==> src/rtl/cpu_fetch_queue.sv <==
// cpu_fetch_queue: sequential instruction prefetcher for the multi-cycle RV32I core.
// Keeps up to DEPTH fetched words (or in-order fault markers) ahead of execution and
// issues at most one bus read at a time. A redirect flushes the queue and restarts
// fetch; a read already in flight at that moment is drained and its data dropped.
module cpu_fetch_queue #(
   parameter logic [31:0] EXEC_START_ADDR = 32'h4000_0000,
   parameter int          DEPTH           = 4
) (
   input  logic        clk,
   input  logic        rst,
   output logic [31:0] ma_addr,
   output logic        ma_rd_req,
   output logic [3:0]  ma_data_mask,
   input  logic [31:0] ma_data_in,
   input  logic        ma_done,
   input  logic        ma_timeout,
   input  logic        redirect,
   input  logic [31:0] redirect_pc,
   output logic        inst_valid,
   output logic [31:0] inst,
   output logic [31:0] inst_pc,
   output logic        inst_fault,
   output logic        inst_fault_mis,
   input  logic        inst_ack
);

   localparam int PTR_W = $clog2(DEPTH);
   localparam int CNT_W = PTR_W + 1;
   localparam logic [CNT_W-1:0] FULL = CNT_W'(DEPTH);

   typedef enum logic [1:0] {
      IDLE  = 2'd0,  // ready to issue the next fetch
      WAIT  = 2'd1,  // read in flight, result will be queued
      HALT  = 2'd2,  // fault queued, wait for the core to redirect
      DRAIN = 2'd3   // read in flight after a redirect, result is dropped
   } state_t;

   state_t            state_q, state_d;
   logic [31:0]       fpc_q;
   logic [31:0]       req_addr_q;
   logic              rd_req_q;
   logic [PTR_W-1:0]  head_q, tail_q;
   logic [CNT_W-1:0]  count_q;
   logic [CNT_W-1:0]  cnt_after_pop;

   // Queue storage, one field per array.
   logic [31:0]       word_mem  [DEPTH];
   logic [31:0]       pc_mem    [DEPTH];
   logic              fault_mem [DEPTH];
   logic              mis_mem   [DEPTH];

   logic              pop;
   logic              push;
   logic [31:0]       push_word;
   logic              push_fault;
   logic              push_mis;
   logic              issue;
   logic              rd_drop;
   logic              fpc_adv;

   assign pop           = inst_ack && (count_q != '0);
   assign cnt_after_pop = count_q - {{PTR_W{1'b0}}, pop};

   // Next-state and datapath control for the fetch sequencer.
   always_comb begin
      // NOTE: every signal gets a default before any branch, so no path can infer a latch.
      state_d    = state_q;
      push       = 1'b0;
      push_word  = ma_data_in;
      push_fault = 1'b0;
      push_mis   = 1'b0;
      issue      = 1'b0;
      rd_drop    = 1'b0;
      fpc_adv    = 1'b0;
      if (redirect) begin
         // A redirect discards any push/pop; an in-flight read must still complete.
         case (state_q)
            WAIT, DRAIN: begin
               if (ma_done || ma_timeout) begin
                  rd_drop = 1'b1;
                  state_d = IDLE;
               end else begin
                  state_d = DRAIN;
               end
            end
            default: state_d = IDLE;
         endcase
      end else begin
         case (state_q)
            IDLE: begin
               if (cnt_after_pop < FULL) begin
                  if (fpc_q[1:0] == 2'b00) begin
                     issue   = 1'b1;
                     state_d = WAIT;
                  end else begin
                     push       = 1'b1;
                     push_word  = '0;
                     push_fault = 1'b1;
                     push_mis   = 1'b1;
                     state_d    = HALT;
                  end
               end
            end
            WAIT: begin
               if (ma_timeout) begin
                  rd_drop    = 1'b1;
                  push       = 1'b1;
                  push_word  = '0;
                  push_fault = 1'b1;
                  state_d    = HALT;
               end else if (ma_done) begin
                  rd_drop = 1'b1;
                  push    = 1'b1;
                  fpc_adv = 1'b1;
                  state_d = IDLE;
               end
            end
            HALT: ;
            DRAIN: begin
               if (ma_done || ma_timeout) begin
                  rd_drop = 1'b1;
                  state_d = IDLE;
               end
            end
            default: state_d = IDLE;
         endcase
      end
   end

   // Sequencer state, fetch PC, request latch and the address held on the bus.
   always_ff @(posedge clk or posedge rst) begin
      if (rst) begin
         // NOTE: sequential state uses non-blocking assignments so every register samples pre-edge values.
         state_q    <= IDLE;
         fpc_q      <= EXEC_START_ADDR;
         req_addr_q <= EXEC_START_ADDR;
         rd_req_q   <= 1'b0;
      end else begin
         state_q <= state_d;
         if (redirect)     fpc_q <= redirect_pc;
         else if (fpc_adv) fpc_q <= fpc_q + 32'd4;
         if (issue) begin
            rd_req_q   <= 1'b1;
            req_addr_q <= fpc_q;
         end else if (rd_drop) begin
            rd_req_q <= 1'b0;
         end
      end
   end

   // Queue pointers and occupancy; redirect empties the queue.
   always_ff @(posedge clk or posedge rst) begin
      if (rst) begin
         head_q  <= '0;
         tail_q  <= '0;
         count_q <= '0;
      end else if (redirect) begin
         head_q  <= tail_q;
         count_q <= '0;
      end else begin
         if (push) tail_q <= tail_q + 1'b1;
         if (pop)  head_q <= head_q + 1'b1;
         if (push && !pop)      count_q <= count_q + 1'b1;
         else if (!push && pop) count_q <= count_q - 1'b1;
      end
   end

   // Entry storage write port.
   // NOTE: the storage array has no reset; count/head/tail alone decide what is valid.
   always_ff @(posedge clk) begin
      if (push) begin
         word_mem[tail_q]  <= push_word;
         pc_mem[tail_q]    <= fpc_q;
         fault_mem[tail_q] <= push_fault;
         mis_mem[tail_q]   <= push_mis;
      end
   end

   assign ma_addr        = req_addr_q;
   assign ma_rd_req      = rd_req_q;
   assign ma_data_mask   = 4'b1111;
   assign inst_valid     = (count_q != '0);
   assign inst           = word_mem[head_q];
   assign inst_pc        = pc_mem[head_q];
   assign inst_fault     = fault_mem[head_q];
   assign inst_fault_mis = mis_mem[head_q];

endmodule
==> config.mk <==
export PLATFORM = sky130hd
export DESIGN_NAME = cpu_fetch_queue
export DESIGN_NICKNAME = d
export VERILOG_FILES = /design/src/rtl/cpu_fetch_queue.sv
export SDC_FILE = /design/constraint.sdc
export NUM_CORES = 1
export LEC_CHECK = 0
export CORE_ASPECT_RATIO = 1.1
export CORE_MARGIN = 2
export CORE_UTILIZATION = 45
export DETAILED_ROUTE_END_ITERATION = 6
export PLACE_DENSITY = 0.64
export SLEW_MARGIN = 5
export SYNTH_ARGS = -nofsm -noshare
export SYNTH_HDL_FRONTEND = slang
export SYNTH_SLANG_ARGS = --single-unit
==> constraint.sdc <==
create_clock -name clk -period 8.94 [get_ports clk]
set_input_delay 1.341 -clock clk [delete_from_list [all_inputs] [get_ports clk]]
set_output_delay 1.341 -clock clk [all_outputs]
set_load 0.01 [all_outputs]
==> impl_metrics.json, run 1 <==
{
  "run_status": "finished clean",
  "flip_flop_and_latch_power_w": 0.00220,
  "drt_first_iter_violations": 367,
  "cts_resized": 0,
  "seq_power_share_pct": 43.6,
  "grt_pass1_vias": 7197,
  "critical_path_arrival_ps": 3310,
  "synth-compound-area-share_pct": 2.16,
  "timing.critical_path.cells": "buf_4, mux4_2, clkdlybuf4s50_1",
  "grt_pass1_wl_um": 41000,
  "synth_largest_type_area_fraction_pct": 59.0,
  "clk_pin_slew_worst_paths_ps": 60,
  "nNonClkInverters": 13,
  "synthesis.area_um2": 13400,
  "largestPowerGroup": "registers",
  "cts-hold-fix-buffers": 0,
  "mi_logic_area_um2": 3430,
  "setup-violations-final": 0,
  "critPathCaptureType": "output pin",
  "clock_tree.htree_level_count": 2,
  "critical_path.max_fanout": 35,
  "drc": 0,
  "power_combinational_w": 0.00139,
  "worst-endpoint-required_ps": 7600,
  "period_minus_slack_ps": 4650,
  "io_buffer_count": 169,
  "seq-cell-share_pct": 58.9,
  "synth_sequential_area_ratio_pct": 72.8,
  "class_of_the_worst_hold_path": "reg2reg",
  "globalRouteOverflowTotal": 0,
  "combAreaFraction_pct": 20.6,
  "synth-xor-area-share_pct": 2.15,
  "switching_power_summed_over_all_nets_w": 0.00136,
  "final_design_area_no_fill_um2": 16600,
  "final.hold.worst_slack_ps": 504,
  "finClkSkew_ps": 12.1,
  "io-pin-count": 174,
  "ir_drop_v": 0.000158,
  "synth_warnings": 0,
  "fp-row-count": 66,
  "synth_cell_type_count": 50,
  "dpl.hpwl_um": 15600,
  "global_route.peak_usage_layer": "met2",
  "maximum_number_of_pins_on_one_net_before_global_route_repair": 77,
  "layout_setup_ws_ps": 4290,
  "final_core_util_pct": 56.4,
  "power_switching_share_pct": 26.9,
  "bufAreaShareNonClock_pct": 10.4,
  "via_per_inst": 5.29,
  "post_layout_nonfiller_instances": 1305,
  "fp-utilization_pct": 45.6,
  "die_height_um": 185,
  "fin_tns_setup_ps": 0
}
[run 1: placed cells by master (no fill, tap or decap), drive strengths merged, types with 8 or more instances in the layout]
master / n
o21ai: 36
clkbuf: 43
nor2b: 34
clkdlybuf4s50: 168
nor2: 11
edfxtp: 264
mux4: 66
nand2: 46
dfrtp: 72
xnor2: 26
nor3: 16
inv: 15
clkinv: 10
nand3: 8
mux2: 33
[run 1: path summary, 6_finish.rpt]
path,from,cells after the start,to,slack [ps]
max,head_q[0],3,inst_pc[27],4290
min,ma_addr[14],1,ma_addr[14],500
max reg2reg,state_q[0],5,pc_mem[0][6],6050
min reg2reg,ma_addr[14],1,ma_addr[14],500
max in group asynchronous,rst,3,head_q[0],6760
min in group asynchronous,rst,3,state_q[0],1460
Fig. 1: run 1, cell classes on the final placement
Scale: 2 px per µm.
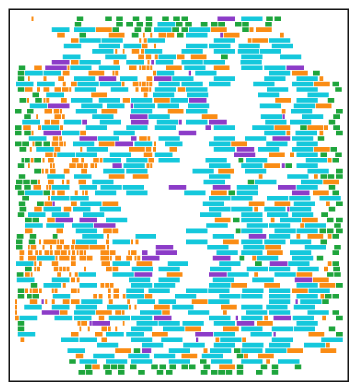
- remaining logic cells: orange (cells 357; share of their area 22%)
- clock drivers and dummy loads: purple (cells 61; share of their area 7.1%)
- remaining buffers and delay cells: green (cells 175; share of their area 11%)
- registers: cyan (cells 338; share of their area 61%)

Fig. 2: run 1, clock routing
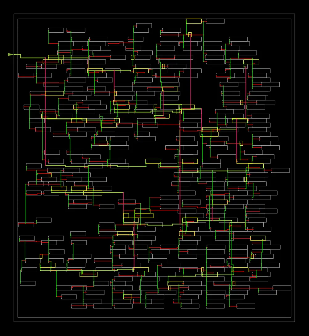
clk pwr: 0.00145 W
CTS buffer count: 35
FFs & Latches: 338

Fig. 3: run 1, wiring heat map
Scale: 2 px per µm. The die is cut into 34 by 37 equal tiles; dark purple is low, yellow is high, scaled to the fullest tile. Values are wire area over tile area, all layers added.
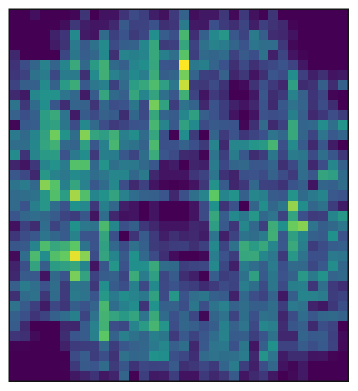
- nearly empty tiles: 10%
- mean over tiles: 0.13
- emptiest ninth of the die: north-east
- fullest tile: 0.48
- tiles over half the peak: 12%
- densest ninth of the die: west

Fig. 4: run 1, sizing map
Scale: 1.5 px per µm.
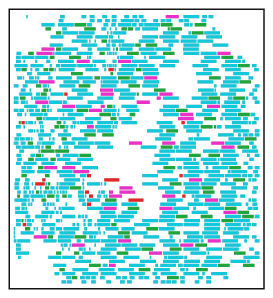
- x1 and smaller: cyan (cells 745; most used edfxtp_1)
- x3 and x4: red (cells 15; most used buf_4)
- x6 and larger: magenta (cells 45; most used clkbuf_16)
- x2: green (cells 126; most used mux4_2)

## Run 2: what changed since run 1
clock period = 4.5 ns   (was 8.94 ns; I/O delays follow)
==> run 2 against run 1 <==
Net effect:
- clock-buffer cell count is 1 higher
- utilization is 0.28 points higher
- first-iteration DRC count is 22% higher
- hold slack hardly changed
- critical path depth stayed put
- via count is 3.4% higher
- non-clock buffer count is 7 higher
- critical path type unchanged
- largest power group unchanged
==> impl_metrics.json, run 2 <==
{
  "run_status": "finished clean",
  "timing.critical_path.cells": "buf_4, mux4_2, clkdlybuf4s50_1",
  "flop_to_flop_setup_slack_ps": 1670,
  "clock_tree.htree_level_count": 2,
  "mostFrequentLayoutCells": "edfxtp_1 (264), clkdlybuf4s50_1 (168), dfrtp_1 (70)",
  "route.vias.total": 7134,
  "cts-hold-fix-buffers": 0,
  "maximum_number_of_pins_on_one_net_before_global_route_repair": 68,
  "worst-endpoint-required_ps": 3830,
  "worst_path_largest_cell_delay_ps": 850,
  "post-synth-top-count-cell": "edfxtp_1",
  "final_max_slew_viol_count": 0,
  "highest_signal_layer_in_the_routed_design": "met4",
  "fin_tns_setup_ps": 0,
  "drt_first_iter_violations": 447,
  "postRouteWirelength_um": 27500,
  "synth_warnings": 0,
  "synth-compound-area-share_pct": 2.16,
  "layout_top_cell_excl_fill_tap": "edfxtp_1",
  "dpl.hpwl_um": 16700,
  "drc": 0,
  "finClkSkew_ps": 13.8,
  "synth_cell_type_count": 50,
  "top_logic_kind": "multiplexers",
  "class_of_the_worst_hold_path": "reg2reg",
  "globalRouteOverflowTotal": 0,
  "synth-xor-area-share_pct": 2.15,
  "final.period_utilization_pct": 77.7,
  "synth_sequential_area_ratio_pct": 72.8,
  "crit_type": "reg2out",
  "cts_resized": 0,
  "cts_buffers": 34,
  "met1Wirelength_um": 12400,
  "critical_path.max_fanout": 31,
  "cts_root_buffer": "clkbuf_16",
  "die_x_um": 169,
  "die_height_um": 185,
  "crit-reg2reg-launch": "fpc_q[0]",
  "io_buffer_count": 169,
  "synthesis.area_um2": 13400,
  "post_layout_nonfiller_instances": 1311,
  "clock_tree_from_tritoncts": "done",
  "max_slew.worst_pin.slew_ps": 1060,
  "finalNetCount": 989,
  "critical-path-slowest-cell": "dfrtp_4",
  "final.hold.worst_slack_ps": 504,
  "io-pin-count": 174,
  "ff2ff_path_depth": 7,
  "num-fill-cells": 2255,
  "finalWeightedCongestion": 0.764,
  "n_antenna_cell": 0,
  "post_synth_most_frequent_cells": "edfxtp_1 (264), dfrtp_1 (72), mux4_2 (66)",
  "clock_latency_ps": 500,
  "global_route.peak_usage_layer": "met2",
  "fp-utilization_pct": 45.6,
  "grt_pass1_vias": 7386,
  "synth_largest_type_area_fraction_pct": 59.0,
  "clk_pin_slew_worst_paths_ps": 60,
  "hold_start": "ma_addr[1]",
  "critPathCapture": "inst_pc[2]",
  "synthToLayoutAreaGrowth_pct": 24.2,
  "layout_setup_ws_ps": 1000,
  "startpoint_type": "register",
  "ys_top_cells_by_area": "edfxtp_1 (59%), dfrtp_1 (13%), mux4_2 (11%)",
  "warnings": 29,
  "via_per_inst": 5.44,
  "critPathCaptureType": "output pin",
  "p_leak_nw": 5.67,
  "grt_pass1_wl_um": 42400,
  "cts_num_sinks": 338,
  "hold-path-endpoint": "ma_addr[1]",
  "setup-violations-final": 0,
  "period_minus_slack_ps": 3500,
  "grt_use_met1_pct": 25.6,
  "chip_area_um2": 31300,
  "crit_startpoint": "head_q[0]",
  "detailroute.wirelength.met3_um": 1490,
  "power_density_nw_per_um2": 601,
  "hold_crit_depth": 1,
  "critical_path_arrival_ps": 2820,
  "ir_drop_v": 0.000356,
  "max_capacitance_violation_total": 0,
  "r2r-end": "count_q[2]"
}
-- run 2: cell counts after synthesis --
Identical to the previous run, type by type.
-- run 2: layout make-up --
class / instances / area (µm²) / share of cell area, %
clock inverters: 16 / 156 / 0.937
inverters: 13 / 50.0 / 0.300
well taps: 374 / 468 / 2.80
clock buffers: 44 / 972 / 5.82
flip-flops and latches: 338 / 9790 / 58.6
multi-input cells: 344 / 3430 / 20.5
repair buffers: 182 / 1830 / 11.0
-- run 2: worst max-delay path, delay by kind of cell (launching register included) --
family	cells	cell delay (ps)
buffers and inverters	2	890
DFF	1	850
muxes	1	580
-- run 2: power breakdown --
group          switching (W)  leakage (nW)  internal [W]
Clock                0.00113         0.548       0.00170
Combinational        0.00116          1.81       0.00169
Sequential          0.000443          3.31       0.00391
Fig. 5: run 2, the metal 3 layer
Scale: 2 px per µm.
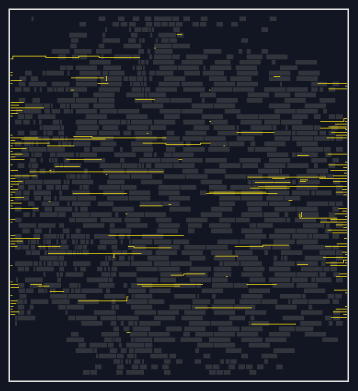
- longest straight run: 66.7 µm
- nets with wire on the layer: 137
- share of all routed wire: 5.4%

Fig. 6: run 2, cell classes on the final placement
Scale: 2 px per µm.
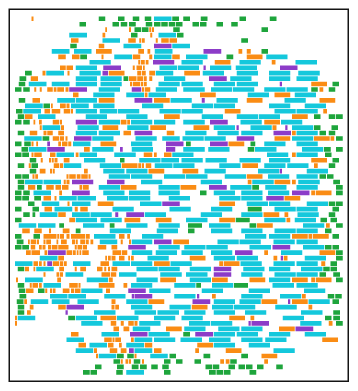
- registers: cyan (cells 338; share of their area 60%)
- remaining logic cells: orange (cells 357; share of their area 21%)
- remaining buffers and delay cells: green (cells 182; share of their area 11%)
- clock drivers and dummy loads: purple (cells 60; share of their area 7.0%)
total non-filler cell area in the finished layout: 16,700 µm²
std cell rows: 66
flop share of the area: 58.6%
area of the core region: 29,500 µm²
final core utilization: 56.6%

Power figures rest on the tool's default switching activity, not on a simulated workload.
